### src/rtl/wb_machine_timer_pkg.sv
// Shared definitions for the Wishbone RISC-V machine timer: register
// offsets (word index taken from adr_i[4:2]), CTRL bit positions, reset
// constants and the byte-lane merge helper used by every writable register.
package wb_machine_timer_pkg;

    // Word offsets inside the 32-byte window.
    localparam logic [2:0] TIMER_MTIME_LO    = 3'd0;
    localparam logic [2:0] TIMER_MTIME_HI    = 3'd1;
    localparam logic [2:0] TIMER_MTIMECMP_LO = 3'd2;
    localparam logic [2:0] TIMER_MTIMECMP_HI = 3'd3;
    localparam logic [2:0] TIMER_CTRL        = 3'd4;

    // CTRL register layout.
    localparam int CTRL_EN_BIT = 0;

    // mtimecmp comes out of reset at its maximum so no interrupt fires
    // before software programs a deadline.
    localparam logic [63:0] MTIMECMP_RESET = 64'hFFFF_FFFF_FFFF_FFFF;

    // Kind of access decoded at a request edge.
    typedef enum logic [1:0] {
        ACC_NONE  = 2'd0,
        ACC_READ  = 2'd1,
        ACC_WRITE = 2'd2,
        ACC_ERR   = 2'd3
    } timer_acc_e;

    // Replace only the bytes whose lane enable is set.
    function automatic logic [31:0] merge_bytes(
        input logic [31:0] old_val,
        input logic [31:0] wr_val,
        input logic [3:0]  lanes
    );
        logic [31:0] res;
        res = old_val;
        for (int i = 0; i < 4; i++) begin
            if (lanes[i]) begin
                res[8*i +: 8] = wr_val[8*i +: 8];
            end else begin
                res[8*i +: 8] = old_val[8*i +: 8];
            end
        end
        return res;
    endfunction

endpackage

### src/rtl/wb_machine_timer_prescaler.sv
// Prescaler for the machine timer: counts 0..PRESCALE-1 while enabled and
// raises tick (combinationally) in the cycle the count sits at its last
// value, so mtime increments on that same edge. The count holds while
// disabled. PRESCALE must be in 1..65535; PRESCALE=1 ticks every enabled cycle.
module timer_prescaler #(
    parameter int unsigned PRESCALE = 1
) (
    input  logic clk_i,
    input  logic rst_i,
    input  logic en,
    output logic tick
);

    localparam logic [15:0] LP_LAST = 16'(PRESCALE - 32'd1);

    logic [15:0] r_count;
    logic        w_last;

    assign w_last = (r_count == LP_LAST);
    assign tick   = en & w_last;

    // Advance the divider while enabled, wrapping to zero on the tick.
    always_ff @(posedge clk_i) begin
        if (rst_i) begin
            r_count <= 16'd0;
        end else if (en) begin
            if (w_last) begin
                r_count <= 16'd0;
            end else begin
                r_count <= r_count + 16'd1;
            end
        end else begin
            r_count <= r_count;
        end
    end

endmodule

### src/rtl/wb_machine_timer.sv
// Wishbone B4 classic slave implementing the RISC-V machine timer
// (64-bit mtime / mtimecmp, CTRL.en) and the level timer_interrupt.
// Every access takes two cycles: the request edge performs the read
// capture or the write, the following cycle shows ack_o/err_o, and the
// edge after that clears them regardless of stb_i.
// Optional build macro TIMER_SNAPSHOT_EN: a read of MTIME_LO latches
// mtime[63:32], and MTIME_HI then returns that latched half so a LO-then-HI
// read pair is coherent. Without the macro MTIME_HI reads the live value.
module wb_machine_timer
    import wb_machine_timer_pkg::*;
#(
    parameter int unsigned PRESCALE   = 1,
    parameter logic        CTRL_RESET = 1'b1
) (
    input  logic        clk_i,
    input  logic        rst_i,
    input  logic [31:0] adr_i,
    input  logic [31:0] dat_i,
    output logic [31:0] dat_o,
    input  logic [3:0]  sel_i,
    input  logic        we_i,
    input  logic        stb_i,
    input  logic        cyc_i,
    output logic        ack_o,
    output logic        err_o,
    output logic        rty_o,
    output logic        timer_interrupt
);

    logic [63:0] r_mtime;
    logic [63:0] r_mtimecmp;
    logic        r_en;
    logic        r_ack;
    logic        r_err;
    logic [31:0] r_dat;
    logic        r_irq;
`ifdef TIMER_SNAPSHOT_EN
    logic [31:0] r_snap;
`endif

    logic [2:0]  w_idx;
    logic        w_req;
    logic        w_mapped;
    timer_acc_e  w_acc;
    logic        w_wr_mtime_lo;
    logic        w_wr_mtime_hi;
    logic        w_wr_cmp_lo;
    logic        w_wr_cmp_hi;
    logic        w_wr_ctrl;
    logic        w_en_clear;
    logic        w_en_eff;
    logic        w_tick;
    logic [31:0] w_rdata;
    logic [63:0] w_mtime_nxt;
    logic [63:0] w_cmp_nxt;
    logic        w_unused_adr;

    // Only adr_i[4:2] selects a register; the interconnect decodes the rest.
    assign w_unused_adr = &{1'b0, adr_i[31:5], adr_i[1:0]};

    assign w_idx    = adr_i[4:2];
    assign w_req    = stb_i & cyc_i & ~r_ack & ~r_err;
    assign w_mapped = (w_idx <= TIMER_CTRL);

    // Classify the access presented at this edge.
    always_comb begin
        w_acc = ACC_NONE;
        if (!w_req) begin
            w_acc = ACC_NONE;
        end else if (!w_mapped) begin
            w_acc = ACC_ERR;
        end else if (we_i) begin
            w_acc = ACC_WRITE;
        end else begin
            w_acc = ACC_READ;
        end
    end

    assign w_wr_mtime_lo = (w_acc == ACC_WRITE) & (w_idx == TIMER_MTIME_LO);
    assign w_wr_mtime_hi = (w_acc == ACC_WRITE) & (w_idx == TIMER_MTIME_HI);
    assign w_wr_cmp_lo   = (w_acc == ACC_WRITE) & (w_idx == TIMER_MTIMECMP_LO);
    assign w_wr_cmp_hi   = (w_acc == ACC_WRITE) & (w_idx == TIMER_MTIMECMP_HI);
    assign w_wr_ctrl     = (w_acc == ACC_WRITE) & (w_idx == TIMER_CTRL);

    // A write clearing en suppresses the tick on its own edge; setting en
    // only starts counting from the next edge.
    assign w_en_clear = w_wr_ctrl & sel_i[0] & ~dat_i[CTRL_EN_BIT];
    assign w_en_eff   = r_en & ~w_en_clear;

    timer_prescaler #(
        .PRESCALE (PRESCALE)
    ) u_prescaler (
        .clk_i (clk_i),
        .rst_i (rst_i),
        .en    (w_en_eff),
        .tick  (w_tick)
    );

    // Read mux: register values as they stand before this edge's update.
    always_comb begin
        w_rdata = 32'd0;
        case (w_idx)
            TIMER_MTIME_LO:    w_rdata = r_mtime[31:0];
`ifdef TIMER_SNAPSHOT_EN
            TIMER_MTIME_HI:    w_rdata = r_snap;
`else
            TIMER_MTIME_HI:    w_rdata = r_mtime[63:32];
`endif
            TIMER_MTIMECMP_LO: w_rdata = r_mtimecmp[31:0];
            TIMER_MTIMECMP_HI: w_rdata = r_mtimecmp[63:32];
            TIMER_CTRL:        w_rdata[CTRL_EN_BIT] = r_en;
            default:           w_rdata = 32'd0;
        endcase
    end

    // Next mtime: a software write to either half wins over the tick.
    always_comb begin
        w_mtime_nxt = r_mtime;
        if (w_wr_mtime_lo) begin
            w_mtime_nxt[31:0] = merge_bytes(r_mtime[31:0], dat_i, sel_i);
        end else if (w_wr_mtime_hi) begin
            w_mtime_nxt[63:32] = merge_bytes(r_mtime[63:32], dat_i, sel_i);
        end else if (w_tick) begin
            w_mtime_nxt = r_mtime + 64'd1;
        end else begin
            w_mtime_nxt = r_mtime;
        end
    end

    // Next mtimecmp from byte-lane writes to either half.
    always_comb begin
        w_cmp_nxt = r_mtimecmp;
        if (w_wr_cmp_lo) begin
            w_cmp_nxt[31:0] = merge_bytes(r_mtimecmp[31:0], dat_i, sel_i);
        end else if (w_wr_cmp_hi) begin
            w_cmp_nxt[63:32] = merge_bytes(r_mtimecmp[63:32], dat_i, sel_i);
        end else begin
            w_cmp_nxt = r_mtimecmp;
        end
    end

    // Timer state registers: mtime, mtimecmp and CTRL.en.
    always_ff @(posedge clk_i) begin
        if (rst_i) begin
            r_mtime    <= 64'd0;
            r_mtimecmp <= MTIMECMP_RESET;
            r_en       <= CTRL_RESET;
        end else begin
            r_mtime    <= w_mtime_nxt;
            r_mtimecmp <= w_cmp_nxt;
            if (w_wr_ctrl && sel_i[0]) begin
                r_en <= dat_i[CTRL_EN_BIT];
            end else begin
                r_en <= r_en;
            end
        end
    end

`ifdef TIMER_SNAPSHOT_EN
    // Latch the upper half whenever the lower half is read.
    always_ff @(posedge clk_i) begin
        if (rst_i) begin
            r_snap <= 32'd0;
        end else if ((w_acc == ACC_READ) && (w_idx == TIMER_MTIME_LO)) begin
            r_snap <= r_mtime[63:32];
        end else begin
            r_snap <= r_snap;
        end
    end
`endif

    // Bus termination: one-cycle ack/err with read data, zero otherwise.
    always_ff @(posedge clk_i) begin
        if (rst_i) begin
            r_ack <= 1'b0;
            r_err <= 1'b0;
            r_dat <= 32'd0;
        end else begin
            case (w_acc)
                ACC_READ: begin
                    r_ack <= 1'b1;
                    r_err <= 1'b0;
                    r_dat <= w_rdata;
                end
                ACC_WRITE: begin
                    r_ack <= 1'b1;
                    r_err <= 1'b0;
                    r_dat <= 32'd0;
                end
                ACC_ERR: begin
                    r_ack <= 1'b0;
                    r_err <= 1'b1;
                    r_dat <= 32'd0;
                end
                default: begin
                    r_ack <= 1'b0;
                    r_err <= 1'b0;
                    r_dat <= 32'd0;
                end
            endcase
        end
    end

    // Level interrupt from the current register values (one edge behind).
    always_ff @(posedge clk_i) begin
        if (rst_i) begin
            r_irq <= 1'b0;
        end else begin
            r_irq <= (r_mtime >= r_mtimecmp);
        end
    end

    assign ack_o           = r_ack;
    assign err_o           = r_err;
    assign dat_o           = r_dat;
    assign rty_o           = 1'b0;
    assign timer_interrupt = r_irq;

endmodule

### config.mk
export PLATFORM = sky130hd
export DESIGN_NAME = wb_machine_timer
export DESIGN_NICKNAME = d
export VERILOG_FILES = /design/src/rtl/wb_machine_timer_pkg.sv /design/src/rtl/wb_machine_timer_prescaler.sv /design/src/rtl/wb_machine_timer.sv
export SDC_FILE = /design/constraint.sdc
export NUM_CORES = 1
export LEC_CHECK = 0
export CAP_MARGIN = 20
export CORE_ASPECT_RATIO = 0.75
export CORE_MARGIN = 1.5
export CORE_UTILIZATION = 58
export CTS_CLUSTER_SIZE = 30
export DETAILED_ROUTE_END_ITERATION = 12
export MAX_ROUTING_LAYER = met4
export PLACE_DENSITY = 0.81
export SYNTH_ARGS = -nofsm -noshare
export SYNTH_HDL_FRONTEND = slang
export SYNTH_HIERARCHICAL = 1
export SYNTH_SLANG_ARGS = --single-unit
### constraint.sdc
create_clock -name clk_i -period 9.4 [get_ports clk_i]
set_input_delay 0.94 -clock clk_i [delete_from_list [all_inputs] [get_ports clk_i]]
set_output_delay 0.94 -clock clk_i [all_outputs]
set_load 0.02 [all_outputs]
**M2 wires**

(1.5 px per um) Cells faint in the background.
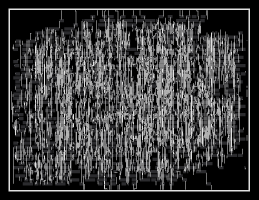
The layer carries 13700 um of wire. The wires run mostly vertical. 1215 nets have wire on it. The layer holds 42% of the routed length.

==> results.yml <==
# flow metrics
outcome:
  status: "finished, final reports clean"
setup_path:
  ff2ff_setup_slack_ns: 5.41
  crit_chain: "clkdlybuf4s50_1, nor2b_1, nand2b_1, nand2_1, ha_1, nor2b_1, nand4b_1, o21a_1, nor4b_1, and4_1, nand2_1, a21oi_1, o21ai_0, a22oi_1, nor2_1"
  r2r_end: "r_mtime[29]"
  arrival_ns: 5.38
  critPathSlowestCell: "clkdlybuf4s50_1"
  cp-start-kind: "input pin"
  crit_start: "adr_i[4]"
  critical_path.top_delay_family: "simple AND/OR/NAND/NOR gates"
  worstSetupPathType: "in -> reg"
  slowest_delay_ns: 0.84
  regToRegStartpoint: "ack_o"
  r2r_cells: 13
  critPathBufInv: 1
finish:
  sh_seq_area_pct: 29.9
  clockNetworkAreaShare_pct: 5.08
  nClkBuffers: 20
  comb_cells: 997
  area_growth_pct: 13.8
  n_all_inverters: 78
  buffer_area_share_pct: 7.22
  final_cell_mix: "180 x dfxtp_1, 173 x nand2_1, 122 x a21oi_1"
  mi_logic_area_um2: 6380
timing:
  finalHoldViolCount: 0
  worst_slew_pin_slew_ns: 0.927
  drv_slew: 0
  hold_ws_ns: 0.497
  max_slew_margin_pct: 37.7
  grt_setup_unrepaired: "no"
pwr:
  p_per_area_nw_per_um2: 138
routing:
  met2WireLength_mm: 13.7
  drtPass1Iterations: 7
  wl_per_cell_um: 20.1
  vias: 10900
  top_layer: "met4"
  drt_iter0_drc: 1721
floorplanning:
  die_x_um: 159
  dieHeight_um: 120
  num_tap_cells: 242
  fp_util_pct: 59.6
  row_count: 42
synth:
  xor_share_pct: 1.16
  yosys.area.top_type: "dfxtp_1"
  async_flop_share_pct: 0
  ys_sh_aoi_pct: 26.3
  syn-mean-instance-area_um2: 7.88
  flop_cell: "dfxtp_1"
  area_leaders: "dfxtp_1 34%, ha_1 8.3%, nand2_1 6.1%"
  ys_seq_share_pct: 34.0
  edf_count: 0
  synthesis.area_um2: 10600
  ys_area_um2: 10600
  ys_sh_simple_pct: 23.1
  fa_ha_area_share_pct: 8.27
grt:
  grt_max_degree: 67
  grt_usage_pct: 35.0
  grt_pass1_wl_mm: 52.2
  grt_use_met1_pct: 48.9
cts:
  hold_buffers: 0
  postCtsSetupRepairBufs: 0
  clkTransAtPathRegs_ns: 0.07
  cts_buffers: 17
  cts_tree: "done"
  worstSkewPairLatency_ns: 0.44
  max-clock-path-buffers: 2
job:
  maxCapViolCount: 0
placement:
  place_area_um2: 11400
  gp_congestion: 0.965
  dpl.hpwl_mm: 22.2
  dp_worst_setup_slack_ns: 4.06
min_path:
  hold_path_end: "u_prescaler/r_count[15]"
  hp-start: "u_prescaler/r_count[15]"
**Gate-type map**

(3 px per um)
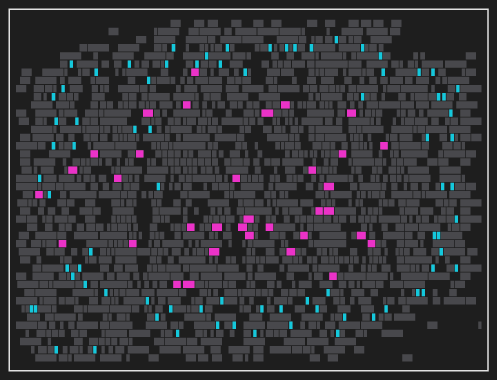
Key: magenta = AND-OR and OR-AND gates [cells 34, most used a21o_1]; cyan = inverters [cells 78, most used inv_1, where widely spread]
Top cell excl fill/tap: dfxtp_1
final non-filler cell total: 1620
combinational share of cell area: 52.9%

power breakdown:
part,internal [mW],switching (mW),total [mW]
clock network,0.431,0.334,0.765
logic,0.0448,0.0728,0.118
registers,0.771,0.0127,0.784
synthesized netlist by cell type, types with 24 or more instances:
library cell	instances
a22oi_1	71
nand4_1	42
clkbuf_1	73
nand2_1	173
a21oi_1	122
o211ai_1	69
and3_1	25
dfxtp_1	180
nor3_1	24
nand3_1	46
nor2_1	77
ha_1	70
inv_1	78
o21ai_0	53
flip-flops by register name, indices dropped and copies added (netlist names):
register             flops
r_mtimecmp              64
ack_o                    1
u_prescaler/r_count     16
err_o                    1
r_mtime                 64
timer_interrupt          1
r_en                     1
dat_o                   32
No activity file was given, so power comes from the tool's default toggle rates.
